--- src/rtl/bist_pkg.sv ---
// Shared BIST definitions: MISR feedback polynomial, compactor FSM states
// and pattern counter width.
package bist_pkg;

  localparam logic [15:0] MISR_POLY16 = 16'h100B;  // x^16+x^12+x^3+x+1
  localparam int          PAT_CNT_W   = 16;

  typedef enum logic [1:0] {
    IDLE    = 2'd0,
    COMPACT = 2'd1,
    DONE    = 2'd2
  } misr_state_e;

endpackage

--- src/rtl/misr_core.sv ---
// Bare multiple-input signature register: shift-left with polynomial feedback
// from the MSB, XORed with the parallel input word.
module misr_core #(
  parameter int              SIG_W = 16,
  parameter logic [SIG_W-1:0] POLY = '0
) (
  input  logic             clk,
  input  logic             rst,
  input  logic             clr,
  input  logic             en,
  input  logic [SIG_W-1:0] din,
  output logic [SIG_W-1:0] sig,
  output logic [SIG_W-1:0] sig_nxt
);

  // Exposed so the owner can judge the final signature on the same edge it is captured
  assign sig_nxt = {sig[SIG_W-2:0], 1'b0} ^ (sig[SIG_W-1] ? POLY : '0) ^ din;

  always_ff @(posedge clk or posedge rst) begin
    if (rst)
      sig <= '0;
    else if (clr)
      sig <= '0;
    else if (en)
      sig <= sig_nxt;
  end

endmodule

--- src/rtl/misr_compactor.sv ---
// Session controller around misr_core: counts NUM_PAT responses, then compares
// the signature with GOLDEN. Define MISR_XMASK_EN to add the resp_mask X-mask input.
module misr_compactor
  import bist_pkg::*;
#(
  parameter int               SIG_W   = 16,
  parameter int               IN_W    = 7,
  parameter int               NUM_PAT = 1000,
  parameter logic [SIG_W-1:0] GOLDEN  = '0
) (
  input  logic                 clk,
  input  logic                 rst,
  input  logic                 start,
  input  logic                 abort,
  input  logic                 resp_valid,
`ifdef MISR_XMASK_EN
  input  logic [IN_W-1:0]      resp_mask,
`endif
  input  logic [IN_W-1:0]      resp,
  output logic                 busy,
  output logic                 done,
  output logic                 pass,
  output logic [SIG_W-1:0]     signature,
  output logic [PAT_CNT_W-1:0] pat_cnt
);

  localparam logic [PAT_CNT_W-1:0] LAST_IDX = PAT_CNT_W'(NUM_PAT - 1);

  misr_state_e            state, state_nxt;
  logic                   sig_clr, sig_en;
  logic                   pass_nxt;
  logic [PAT_CNT_W-1:0]   cnt_nxt;
  logic [IN_W-1:0]        resp_eff;
  logic [SIG_W-1:0]       sig_nxt;

`ifdef MISR_XMASK_EN
  // Masked positions are forced to zero so unknown bits cannot corrupt the signature
  assign resp_eff = resp & ~resp_mask;
`else
  assign resp_eff = resp;
`endif

  misr_core #(
    .SIG_W (SIG_W),
    .POLY  (SIG_W'(MISR_POLY16))
  ) u_core (
    .clk     (clk),
    .rst     (rst),
    .clr     (sig_clr),
    .en      (sig_en),
    .din     (SIG_W'(resp_eff)),
    .sig     (signature),
    .sig_nxt (sig_nxt)
  );

  always_comb begin
    state_nxt = state;
    sig_clr   = 1'b0;
    sig_en    = 1'b0;
    cnt_nxt   = pat_cnt;
    pass_nxt  = pass;
    if (abort) begin
      state_nxt = IDLE;
      pass_nxt  = 1'b0;
    end else begin
      case (state)
        IDLE, DONE: begin
          if (start) begin
            state_nxt = COMPACT;
            sig_clr   = 1'b1;
            cnt_nxt   = '0;
            pass_nxt  = 1'b0;
          end
        end
        COMPACT: begin
          if (resp_valid) begin
            sig_en  = 1'b1;
            cnt_nxt = pat_cnt + 1'b1;
            // Final response: verdict taken from the signature being written this edge
            if (pat_cnt == LAST_IDX) begin
              state_nxt = DONE;
              pass_nxt  = (sig_nxt == GOLDEN);
            end
          end
        end
        default: state_nxt = IDLE;
      endcase
    end
  end

  always_ff @(posedge clk or posedge rst) begin
    if (rst) begin
      state   <= IDLE;
      pat_cnt <= '0;
      pass    <= 1'b0;
    end else begin
      state   <= state_nxt;
      pat_cnt <= cnt_nxt;
      pass    <= pass_nxt;
    end
  end

  assign busy = (state == COMPACT);
  assign done = (state == DONE);

endmodule

--- config.mk ---
export PLATFORM = sky130hd
export DESIGN_NAME = misr_compactor
export DESIGN_NICKNAME = d
export VERILOG_FILES = /design/src/rtl/bist_pkg.sv /design/src/rtl/misr_core.sv /design/src/rtl/misr_compactor.sv
export SDC_FILE = /design/constraint.sdc
export NUM_CORES = 1
export LEC_CHECK = 0
export CELL_PAD_IN_SITES_DETAIL_PLACEMENT = 1
export CELL_PAD_IN_SITES_GLOBAL_PLACEMENT = 1
export CORE_UTILIZATION = 39
export DETAILED_ROUTE_END_ITERATION = 12
export PLACE_DENSITY_LB_ADDON = 0.1
export SETUP_SLACK_MARGIN = 0.3
export SLEW_MARGIN = 20
export SYNTH_ARGS = -nofsm -noshare
export SYNTH_HDL_FRONTEND = slang
export SYNTH_SLANG_ARGS = --single-unit
--- constraint.sdc ---
create_clock -name clk -period 3.7 [get_ports clk]
set_input_delay 0.74 -clock clk [delete_from_list [all_inputs] [get_ports clk]]
set_output_delay 0.74 -clock clk [all_outputs]
set_load 0.01 [all_outputs]
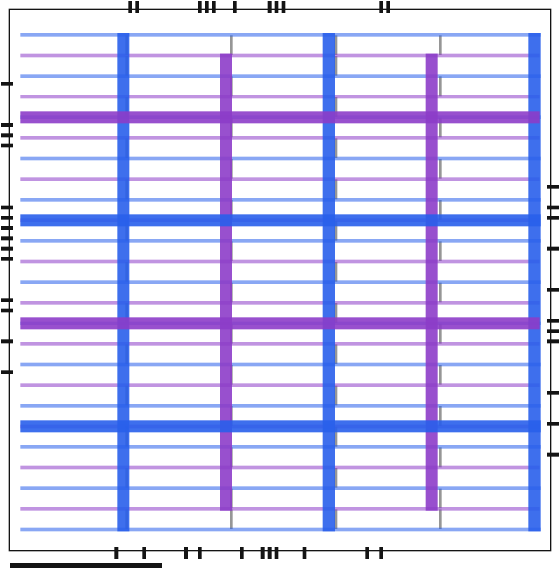
**Above:** run 1 (PDN straps and rails).
The bar under the picture is 20 um long. Pins as bars on the die edge. Tap cells in gray.
Purple is VDD. Blue is VSS.
4 straps on met5. 5 straps on met4. The core has 24 rows. 25 met1 rails follow the rows. 47 signal pins sit on the boundary.

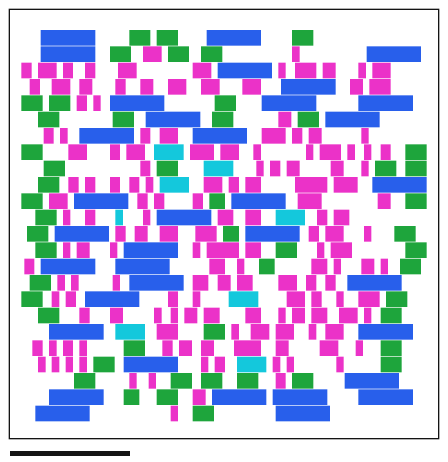
**Above:** run 1 (placement by cell class).
The bar under the picture is 20 um long.
Magenta is all other logic, cells 156, share of their area 39%. Cyan is clock drivers and dummy loads, cells 8, share of their area 4.1%. Green is other buffers and delay cells, cells 50, share of their area 20%. Blue is flops, cells 35, share of their area 36%.

==> results.py, run 1 <==
# Flow results
metrics = {
    "place": {
        "dp_hpwl_um": 3820,
        "placed_area_sq_um": 2380,
        "dp.cells": 293,
    },
    "floorplan": {
        "die_area_sq_um": 5080,
        "fp.dieH_um": 71.3,
        "io_pins": 47,
        "core_area_sq_um": 4470,
    },
    "cells_and_area": {
        "inv_count": 4,
        "largest_class": "logic gates",
        "drive_gt1_share_pct": 8.03,
        "seq_share_pct": 35.3,
        "largestRegisters": "pat_cnt x16, u_core.sig x16, state x2",
        "nonClkBufAreaFrac_pct": 19.7,
        "comb_share_pct": 37.7,
        "buffers": 50,
        "fin_util_pct": 55.5,
        "layout_top_cell": "clkdlybuf4s50_1",
        "nets": 261,
        "fin_area_sq_um": 2480,
        "nFlopsAndLatches": 35,
        "nClkBuffers": 8,
        "finalNonFillerCells": 301,
        "logic_area_sq_um": 937,
    },
    "global_route": {
        "grt_start_max_net_pins": 36,
        "use_met3_pct": 4.22,
        "grt-busiest-layer": "met2",
        "use_met2_pct": 40.3,
        "grt_pass1_wl_um": 8980,
        "grt_usage_pct": 22.6,
    },
    "routing": {
        "firstDrtPassIters": 8,
        "dr.max_layer_used": "met4",
        "dr.first_iter.drc_count": 82,
        "wl_met3_um": 170,
        "wl_met1_um": 2250,
        "route.detailed.drc": 1,
        "via_per_inst": 5.74,
        "drt_wl_total_um": 5240,
        "wire_per_inst_um": 17.4,
    },
    "sta": {
        "fin_setup_tns_ps": 0,
        "holdWs_ps": 496,
        "setup_slack_ps": 1140,
        "hold_violations": 0,
        "slew-limit-headroom_pct": 54.3,
        "finalMaxSlewViolations": 0,
        "min_period_ps": 2560,
    },
    "logic_synthesis": {
        "synth-adder-area-share_pct": 0.668,
        "ys_sh_aoi_pct": 15.2,
        "simple_gate_share_pct": 24.9,
        "avgSynthCellArea_sq_um": 9.27,
        "synthCells": 202,
        "synth_stat.cells": 202,
        "area_leaders": "dfrtp_1 47%, nand2_1 5.8%, nand3_1 5.6%",
        "ys_ff": 35,
        "largest_area_cell": "dfrtp_1",
        "ff_type": "dfrtp_1",
        "most_common_cell": "dfrtp_1",
        "synth-edff-count": 0,
        "synthTopCellsByCount": "35 x dfrtp_1, 29 x nand2_1, 21 x nand3_1",
        "top_area_share_pct": 46.8,
        "yosysWarningCount": 0,
        "yosys.stat.seqShare_pct": 46.8,
    },
    "clock_network": {
        "ctsHtreeMaxLevel": 2,
        "cts_tree": "yes",
        "cts_buffer_depth": 2,
        "postCtsHoldBufs": 0,
        "cts-root-buf": "clkbuf_8",
        "cts_resized": 0,
    },
    "critical_path": {
        "crit_start": "abort",
        "worstSetupPathDepth": 5,
        "r2r_setup_slack_ps": 1510,
        "cpMaxStageDelayCell": "or3b_2",
        "cp-end-kind": "flop",
        "path_buffers": 1,
        "crit_type": "in2reg",
        "critPathRequiredTime_ps": 3890,
        "cp_max_fo": 23,
    },
    "power_and_ir_drop": {
        "pwr-share-comb_pct": 26.7,
        "power_leader": "registers",
        "switching_share_pct": 31.3,
        "leakage_nw": 1.08,
        "powerSeq_mw": 0.481,
        "p_switching_mw": 0.338,
        "p_clk_mw": 0.309,
        "power_mw": 1.08,
        "seq_power_share_pct": 44.6,
        "pg_comb_mw": 0.288,
    },
    "outcome": {
        "status": "finished with violations",
        "violations": "design-rule violations",
    },
    "job": {
        "warnings": 26,
    },
}
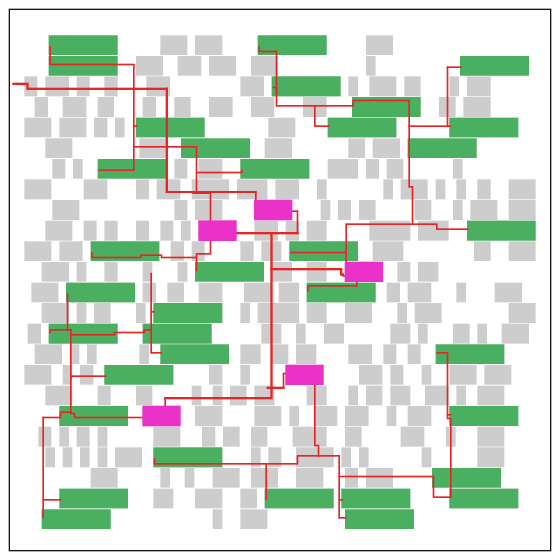
**Above:** run 1 (clock wires, drivers and flops).
Green is flip-flops, count 35. Magenta is cells driving clock nets, count 5. Red is clock wires, length 487 um.
Position of the flops: spread over the die. There are 6 routed clock nets.

**Run 1: wiring by layer**

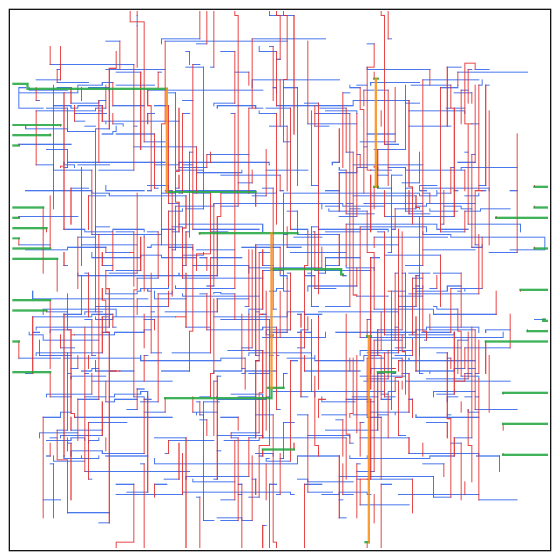

## Run 2: what changed since run 1
CORE_UTILIZATION = 36   (was 39)
clock period = 2.6 ns   (was 3.7 ns; I/O delays follow)
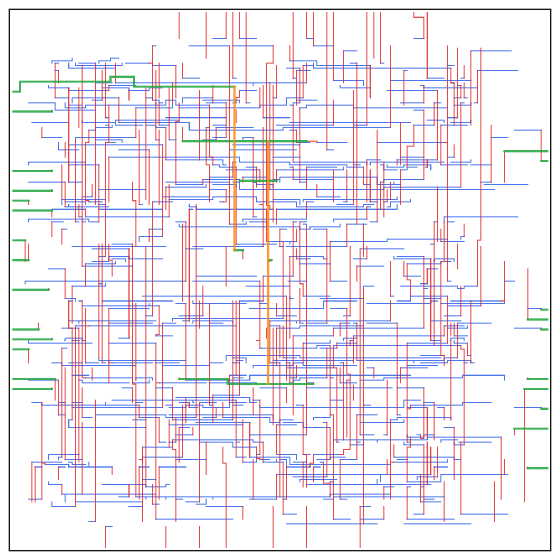
**Above:** run 2 (wiring by layer).
Blue is met1, wire length 2630 um. Red is met2, wire length 2460 um. Green is met3, wire length 154 um. Orange is met4, wire length 55.8 um.

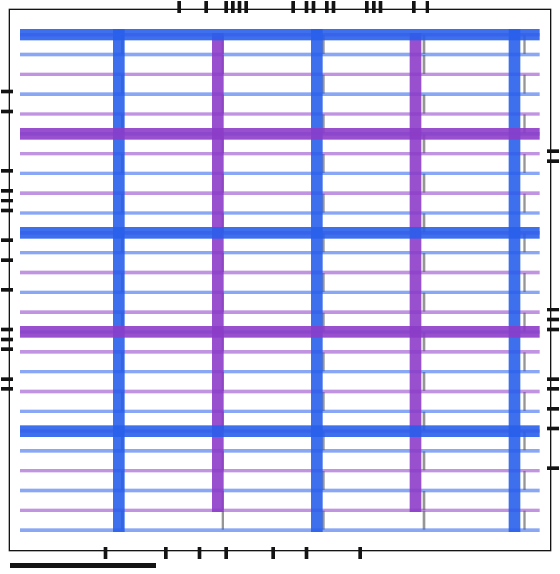
**Above:** run 2 (PDN straps and rails).
The bar under the picture is 20 um long. Pins as bars on the die edge. Tap cells in gray.
Purple is VDD. Blue is VSS.
67 tap cells. 26 met1 rails follow the rows. 5 straps on met5.

==> run 2 against run 1 <==
  * The flow now finishes without violations
  * Worst setup slack lost 740 ps
  * First-iteration DRC count grew 8.5%
  * Utilization shrank 3.1 points
  * Area after synthesis is the same
  * Critical path depth shrank 1
  * Sequential share of layout area shrank 0.78 points
  * Highest routed layer unchanged
==> results.py, run 2 <==
# Flow results
metrics = {
    "routing": {
        "route.detailed.drc": 0,
        "wire_per_inst_um": 16.4,
        "wl_met3_um": 154,
        "dr.first_iter.drc_count": 89,
        "via_per_inst": 5.33,
        "drt_wl_total_um": 5300,
        "wl_met1_um": 2630,
        "dr.max_layer_used": "met4",
    },
    "logic_synthesis": {
        "area_leaders": "dfrtp_1 47%, nand2_1 5.8%, nand3_1 5.6%",
        "avgSynthCellArea_sq_um": 9.27,
        "top_area_share_pct": 46.8,
        "ys_ff": 35,
        "yosysWarningCount": 0,
        "largest_area_cell": "dfrtp_1",
        "synth_stat.cells": 202,
        "ff_type": "dfrtp_1",
        "synthCells": 202,
        "simple_gate_share_pct": 24.9,
        "synth-edff-count": 0,
        "most_common_cell": "dfrtp_1",
        "synth-adder-area-share_pct": 0.668,
        "yosys.stat.seqShare_pct": 46.8,
        "synthTopCellsByCount": "35 x dfrtp_1, 29 x nand2_1, 21 x nand3_1",
    },
    "critical_path": {
        "r2r_setup_slack_ps": 400,
        "crit_start": "pat_cnt[10]$_DFFE_PP0P_",
        "critPathRequiredTime_ps": 2780,
        "worstSetupPathDepth": 4,
        "cp_max_fo": 8,
        "path_buffers": 0,
        "cpMaxStageDelayCell": "or4_4",
        "cp-end-kind": "flop",
    },
    "sta": {
        "finalMaxSlewViolations": 0,
        "fin_setup_tns_ps": 0,
        "hold_violations": 0,
        "min_period_ps": 2200,
        "slew-limit-headroom_pct": 58.9,
        "holdWs_ps": 524,
    },
    "cells_and_area": {
        "buffers": 57,
        "nFlopsAndLatches": 35,
        "finalNonFillerCells": 323,
        "seq_share_pct": 34.5,
        "comb_share_pct": 36.9,
        "nets": 268,
        "drive_gt1_share_pct": 10.5,
        "largestRegisters": "pat_cnt x16, u_core.sig x16, state x2",
        "fin_util_pct": 52.4,
        "fin_area_sq_um": 2540,
        "layout_top_cell": "clkdlybuf4s50_1",
        "nClkBuffers": 6,
    },
    "global_route": {
        "grt-busiest-layer": "met2",
        "use_met3_pct": 3.66,
        "grt_pass1_wl_um": 8720,
        "grt_usage_pct": 21.4,
        "grt_start_max_net_pins": 36,
        "use_met2_pct": 32.3,
    },
    "power_and_ir_drop": {
        "p_clk_mw": 0.392,
        "internal_power_mw": 1.00,
        "leakage_nw": 1.10,
        "pg_comb_mw": 0.411,
        "power_leader": "registers",
        "powerSeq_mw": 0.686,
        "p_switching_mw": 0.488,
        "pwr-share-comb_pct": 27.6,
        "power_mw": 1.49,
        "seq_power_share_pct": 46.1,
    },
    "clock_network": {
        "cts_resized": 0,
        "cts_buffer_depth": 2,
        "ctsHtreeMaxLevel": 2,
        "cts-root-buf": "clkbuf_8",
        "postCtsHoldBufs": 0,
    },
    "place": {
        "dp_hpwl_um": 3870,
        "dp.cells": 315,
        "placed_area_sq_um": 2450,
    },
    "floorplan": {
        "io_pins": 47,
        "core_area_sq_um": 4850,
        "fp.dieH_um": 74.1,
        "dieWidth_um": 74.1,
    },
    "job": {
        "warnings": 26,
    },
    "outcome": {
        "status": "complete, no violations",
    },
}
No activity file was given, so power comes from the tool's default toggle rates.
